File: src/rtl/if_id_register_if.sv
// Signal bundle between the IF/ID pipeline register and its neighbours:
// fetch inputs, decode outputs, ID/EX hazard inputs and debug counters.
`ifndef WORDLENGTH
`define WORDLENGTH 32
`endif

interface if_id_register_if #(
    parameter int WORDLENGTH = `WORDLENGTH,
    parameter int CNT_W      = 16
);
    logic [WORDLENGTH-1:0] instruction_in;
    logic [WORDLENGTH-1:0] PC_plus4_in;
    logic [1:0]            PC_src;
    logic                  idex_mem_read;
    logic [4:0]            idex_rt;
    logic [WORDLENGTH-1:0] instruction_out;
    logic [WORDLENGTH-1:0] PC_plus4_out;
    logic                  valid_out;
    logic                  stall;
    logic                  bubble;
    logic [CNT_W-1:0]      stall_count;
    logic [CNT_W-1:0]      flush_count;

    // Surrounding pipeline: drives fetch/redirect/ID-EX state, consumes IF/ID outputs.
    modport master (
        output instruction_in,
        output PC_plus4_in,
        output PC_src,
        output idex_mem_read,
        output idex_rt,
        input  instruction_out,
        input  PC_plus4_out,
        input  valid_out,
        input  stall,
        input  bubble,
        input  stall_count,
        input  flush_count
    );

    // The IF/ID register itself.
    modport slave (
        input  instruction_in,
        input  PC_plus4_in,
        input  PC_src,
        input  idex_mem_read,
        input  idex_rt,
        output instruction_out,
        output PC_plus4_out,
        output valid_out,
        output stall,
        output bubble,
        output stall_count,
        output flush_count
    );
endinterface

File: src/rtl/if_id_register.sv
// IF/ID pipeline register with load-use hazard detection, redirect flush,
// and saturating stall/flush event counters for debug.
`ifndef WORDLENGTH
`define WORDLENGTH 32
`endif

module if_id_register #(
    parameter int WORDLENGTH = `WORDLENGTH,
    parameter int CNT_W      = 16
) (
    input  logic            clk,
    input  logic            reset,
    if_id_register_if.slave bus
);
    localparam logic [5:0] OP_RTYPE = 6'h00;
    localparam logic [5:0] OP_J     = 6'h02;
    localparam logic [5:0] OP_JAL   = 6'h03;
    localparam logic [5:0] OP_BEQ   = 6'h04;
    localparam logic [5:0] OP_BNE   = 6'h05;
    localparam logic [5:0] OP_SW    = 6'h2B;

    logic [WORDLENGTH-1:0] instruction_reg, instruction_next;
    logic [WORDLENGTH-1:0] pc_plus4_reg, pc_plus4_next;
    logic                  valid_reg, valid_next;

    logic [5:0] op;
    logic [4:0] rs;
    logic [4:0] rt;
    logic       uses_rs;
    logic       uses_rt;
    logic       hz;
    logic       flush;
    logic       stall;
    logic       bubble;
    logic [1:0] count_event;

    assign op = instruction_reg[31:26];
    assign rs = instruction_reg[25:21];
    assign rt = instruction_reg[20:16];

    // Hazard logic looks only at registered IF/ID state and ID/EX inputs,
    // never at instruction_in, so there is no fetch-to-stall path.
    always_comb begin
        uses_rs = (op != OP_J) && (op != OP_JAL);
        uses_rt = (op == OP_RTYPE) || (op == OP_BEQ) ||
                  (op == OP_BNE)   || (op == OP_SW);
        hz      = valid_reg && bus.idex_mem_read && (bus.idex_rt != 5'd0) &&
                  ((uses_rs && (rs == bus.idex_rt)) ||
                   (uses_rt && (rt == bus.idex_rt)));
        flush   = (bus.PC_src != 2'b00);
        stall   = hz && !flush;
        bubble  = hz || flush;
    end

    // A redirect outranks a stall: the PC must take the target address.
    always_comb begin
        instruction_next = instruction_reg;
        pc_plus4_next    = pc_plus4_reg;
        valid_next       = valid_reg;
        if (flush) begin
            instruction_next = '0;
            pc_plus4_next    = '0;
            valid_next       = 1'b0;
        end else if (!stall) begin
            instruction_next = bus.instruction_in;
            pc_plus4_next    = bus.PC_plus4_in;
            valid_next       = 1'b1;
        end
    end

    always_ff @(posedge clk) begin
        if (reset) begin
            instruction_reg <= '0;
            pc_plus4_reg    <= '0;
            valid_reg       <= 1'b0;
        end else begin
            instruction_reg <= instruction_next;
            pc_plus4_reg    <= pc_plus4_next;
            valid_reg       <= valid_next;
        end
    end

    // Index 0 counts stall cycles, index 1 counts flush cycles.
    assign count_event = {flush, stall};

    for (genvar gi = 0; gi < 2; gi++) begin : gen_cnt
        logic [CNT_W-1:0] count_reg;

        always_ff @(posedge clk) begin
            if (reset) begin
                count_reg <= '0;
            end else if (count_event[gi] && (count_reg != {CNT_W{1'b1}})) begin
                count_reg <= count_reg + CNT_W'(1);
            end
        end
    end

    assign bus.instruction_out = instruction_reg;
    assign bus.PC_plus4_out    = pc_plus4_reg;
    assign bus.valid_out       = valid_reg;
    assign bus.stall           = stall;
    assign bus.bubble          = bubble;
    assign bus.stall_count     = gen_cnt[0].count_reg;
    assign bus.flush_count     = gen_cnt[1].count_reg;
endmodule

File: src/flat_wrapper.sv
// flat-port wrapper written by rule: the top's interface ports become plain ports
module if_id_register_flat 
#(
    parameter int WORDLENGTH = `WORDLENGTH,
    parameter int CNT_W      = 16
)
  (clk, reset, bus_instruction_in, bus_PC_plus4_in, bus_PC_src, bus_idex_mem_read, bus_idex_rt, bus_instruction_out, bus_PC_plus4_out, bus_valid_out, bus_stall, bus_bubble, bus_stall_count, bus_flush_count);
  if_id_register_if #(.WORDLENGTH(WORDLENGTH), .CNT_W(CNT_W)) bus_i ();
  input  logic clk;
  input  logic reset;
  input wire logic [$bits(bus_i.instruction_in)-1:0] bus_instruction_in;
  input wire logic [$bits(bus_i.PC_plus4_in)-1:0] bus_PC_plus4_in;
  input wire logic [$bits(bus_i.PC_src)-1:0] bus_PC_src;
  input wire logic [$bits(bus_i.idex_mem_read)-1:0] bus_idex_mem_read;
  input wire logic [$bits(bus_i.idex_rt)-1:0] bus_idex_rt;
  output wire logic [$bits(bus_i.instruction_out)-1:0] bus_instruction_out;
  output wire logic [$bits(bus_i.PC_plus4_out)-1:0] bus_PC_plus4_out;
  output wire logic [$bits(bus_i.valid_out)-1:0] bus_valid_out;
  output wire logic [$bits(bus_i.stall)-1:0] bus_stall;
  output wire logic [$bits(bus_i.bubble)-1:0] bus_bubble;
  output wire logic [$bits(bus_i.stall_count)-1:0] bus_stall_count;
  output wire logic [$bits(bus_i.flush_count)-1:0] bus_flush_count;
  assign bus_i.instruction_in = bus_instruction_in;
  assign bus_i.PC_plus4_in = bus_PC_plus4_in;
  assign bus_i.PC_src = bus_PC_src;
  assign bus_i.idex_mem_read = bus_idex_mem_read;
  assign bus_i.idex_rt = bus_idex_rt;
  assign bus_instruction_out = bus_i.instruction_out;
  assign bus_PC_plus4_out = bus_i.PC_plus4_out;
  assign bus_valid_out = bus_i.valid_out;
  assign bus_stall = bus_i.stall;
  assign bus_bubble = bus_i.bubble;
  assign bus_stall_count = bus_i.stall_count;
  assign bus_flush_count = bus_i.flush_count;
  if_id_register #(.WORDLENGTH(WORDLENGTH), .CNT_W(CNT_W)) u_core (.clk(clk), .reset(reset), .bus(bus_i));
endmodule
File: config.mk
export PLATFORM = sky130hd
export DESIGN_NAME = if_id_register_flat
export DESIGN_NICKNAME = d
export VERILOG_FILES = /design/src/rtl/if_id_register_if.sv /design/src/rtl/if_id_register.sv /design/src/flat_wrapper.sv
export SDC_FILE = /design/constraint.sdc
export NUM_CORES = 1
export LEC_CHECK = 0
export ABC_AREA = 1
export CAP_MARGIN = 30
export CORE_AREA = 2 2 108 110
export DETAILED_ROUTE_END_ITERATION = 7
export DIE_AREA = 0 0 110 112
export GPL_TIMING_DRIVEN = 1
export PLACE_DENSITY_LB_ADDON = 0.25
export SKIP_LAST_GASP = 1
export SLEW_MARGIN = 20
export SYNTH_ARGS = -nofsm -noshare
export SYNTH_HDL_FRONTEND = slang
export SYNTH_SLANG_ARGS = --single-unit
File: constraint.sdc
create_clock -name clk -period 1.4 [get_ports clk]
set_input_delay 0.14 -clock clk [delete_from_list [all_inputs] [get_ports clk]]
set_output_delay 0.14 -clock clk [all_outputs]
set_load 0.005 [all_outputs]
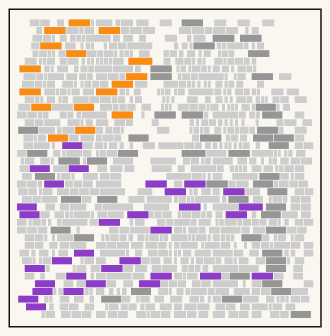
*Sequential cells grouped by signal name*
Other sequential cells in the stronger grey, the rest of the logic in the fainter grey.
[u_core.bus.instruction_out] purple | placed flops: 32
[u_core.bus.flush_count] orange | placed flops: 16 | where: top left
Reg area: 2000 um2
fin util: 0.770
Seq area share: 0.233
Sequential Power: 2.87 mW

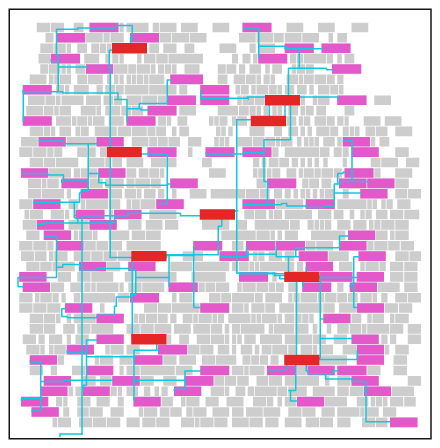
*Clock distribution*
[clock drivers] red | count: 9
[flip-flops] magenta | count: 97
[clock wires] cyan | length: 1,280 um
routed clock nets: 10

==> flow_summary.toml <==
# synthesis and place-and-route metrics
[run_status]
status = "complete, but fails checks"
violations = "negative setup slack"

[job]
log.warning_count = 29
drv_cap = 0

[synthesis]
syn_area_per_cell_um2 = 7.45
top_cells_by_count = "nor2_1 (99), dfxtp_1 (97), nand2_1 (68), nor3_1 (64), o21ai_0 (53)"
syn_inst = 576
async_reset_ff_frac = 0
synthDistinctLibCells = 34
edf_count = 0
ff_type = "dfxtp_1"
yosysWarnings = 0
ys_seq_share = 0.452
most_common_cell = "nor2_1"
yosys_area_um2 = 4290
topCellsByArea = "dfxtp_1 (45%), nor2_1 (8.7%), nor3_1 (7.5%)"
yosysTopAreaCellShare = 0.452
synth-seq-cells = 97
syn_area_um2 = 4290
mappedNetlistNets = 652
synth-cells-yosys = 576
largest_area_cell = "dfxtp_1"

[sta]
fmax_mhz = 542
rsz0062_at_grt = "yes"
post-route-min-period_ns = 1.84
fin_ws_ns = -0.445
timing.hold.ws_ns = 0.401
fin_setup_tns_ns = -31.21
worstMarginPinSlew_ns = 0.637
finClkSkew_ns = 0.0121
slew_viol_final = 0
setup_viol = 104
slew_headroom = 0.575

[worst_setup_path]
required_ns = 1.26
crit_type = "flop to output port"
end_kind = "output port"
cp-start-kind = "flop"
critPathMaxFanout = 4
crit_arrival_ns = 1.70
r2r_cells = 10

[layout]
clock_buffers = 11
syn_to_final_growth_pct = 100
final_cell_mix = "clkdlybuf4s50_1 (122), nor2_1 (85), buf_4 (78), dfxtp_1 (54)"
layout_top_cell = "clkdlybuf4s50_1"
ff_count = 97
finalInstanceArea_um2 = 8610
n_all_inverters = 37
comb_cells = 409
nNetsFinal = 920
fin_cells = 992
n_fill_cell = 728
area_share_nonclk_buffers = 0.364
dominant-cell-class = "non-clock buffers"
n_antenna_cell = 0
final-clk-cell-share = 0.0363
sh_comb_area = 0.330
comb_area_um2 = 2840
drive_above_1_share = 0.411
num-nonclk-buffers = 290

[clocking]
cts_root_buffer = "clkbuf_16"
clock_latency_ns = 0.35
clkTransAtPathRegs_ns = 0.07
numCtsBuffers = 9
clock_sinks = 97
clk_path_buf_depth = 2
cts_tree = "built"
cts_max_level = 3

[detailed_routing]
drt-total-wl_um = 18300
routedWlPerCell_um = 18.4
firstDrtPassIters = 5
ant_nets = 0
viasPerCell = 5.31
vias = 5272
drtIter0Drc = 295
drc = 0

[place]
io_buffer_count = 172
hpwlAfterDp_um = 10100
post-place-ws_ns = -0.750
dp_cells = 947
dpl_cell_area_um2 = 6810
routabilityCongestion = 0.846

[grt]
grt_start_max_net_pins = 60
grt_usage = 0.226
antenna_found_initial = 1
overflow = 0
grt_pass1_wl_um = 22100
grt_pass1_vias = 4681

[worst_hold_path]
hp-class = "input pin to flop"
worstHoldPathCells = 3

[floorplan]
core_um2 = 11200
io-pin-count = 173
rows = 39
initial_core_util = 0.384
die-area_um2 = 12300
dieHeight_um = 112
die_width_um = 110

[power]
cellLeakagePower_nw = 4.06
finalPower_mw = 6.27
power.density_nw_per_um2 = 728
vdd_drop_max_v = 0.000503
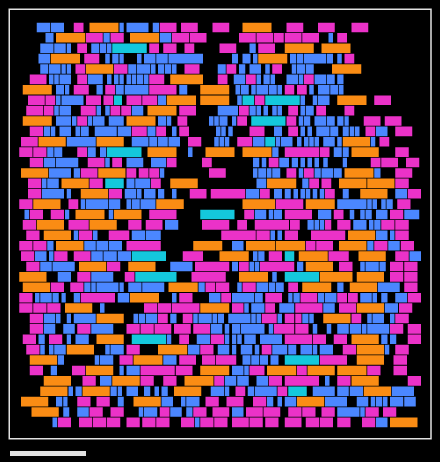
*Placement by cell class*
Scale bar: 20 um.
[flops] orange | cells: 97
[combinational and other logic] blue | cells: 446
[clock drivers and dummy loads] cyan | cells: 16
[other buffers and delay cells] magenta | cells: 290

==> cell families after synthesis <==
group	after synthesis	share of synthesized area
AOI/OAI and AO/OA	108	0.131
buffers and inverters	70	0.0717
adders and majority gates	2	0.00583
and+or+nand+nor	278	0.296
xor gates and xnor gates	21	0.0428
DFF	97	0.452
==> flip-flops by register name, summed over array words and instances (netlist names) <==
register                    flops
u_core.bus.PC_plus4_out        32
u_core.bus.stall_count         16
u_core.bus.flush_count         16
u_core.bus.valid_out            1
u_core.bus.instruction_out     32
==> timing repair <==
action	CTS	global route
resized	20	316
pin swaps	6	78
buffers inserted	1	11
hold buffers	0	0
setup endpoints to repair	139	147
gates cloned	0	20
==> power by group <==
group / total (mW) / switching [mW] / internal, mW
Combinational: 0.769 / 0.343 / 0.427
Clock: 2.63 / 1.14 / 1.49
Sequential: 2.87 / 0.0501 / 2.82
Total: 6.27 / 1.53 / 4.74
==> final timing paths <==
check	slack, ns	end	startpoint
hold / removal	0.40	u_core.bus.instruction_out[22]$_SDFFE_PP0N_	bus_instruction_in[22]
setup / recovery	-0.44	bus_bubble	u_core.bus.instruction_out[24]$_SDFFE_PP0N_
setup reg to reg	-0.44	u_core.bus.stall_count[2]$_SDFFE_PP0P_	u_core.bus.instruction_out[24]$_SDFFE_PP0N_
hold reg to reg	0.47	u_core.bus.flush_count[4]$_SDFFE_PP0P_	u_core.bus.flush_count[4]$_SDFFE_PP0P_
==> per-layer routing <==
layer  routed length, um  GRT usage
met2                9130      0.382
met4                 709      0.116
met1                7230      0.263
met5                  17          0
met3                1210     0.0533
==> worst max-delay path, stage by stage, from the launching register on <==
cell and delay, ns:
dfxtp_2 0.34, xnor2_1 0.19, nand2_1 0.10, nor2_2 0.12, nand2_2 0.09, a21oi_4 0.21
inv_4 0.08, nand2_1 0.09, buf_2 0.13
Power is estimated from default activity; no workload was simulated.
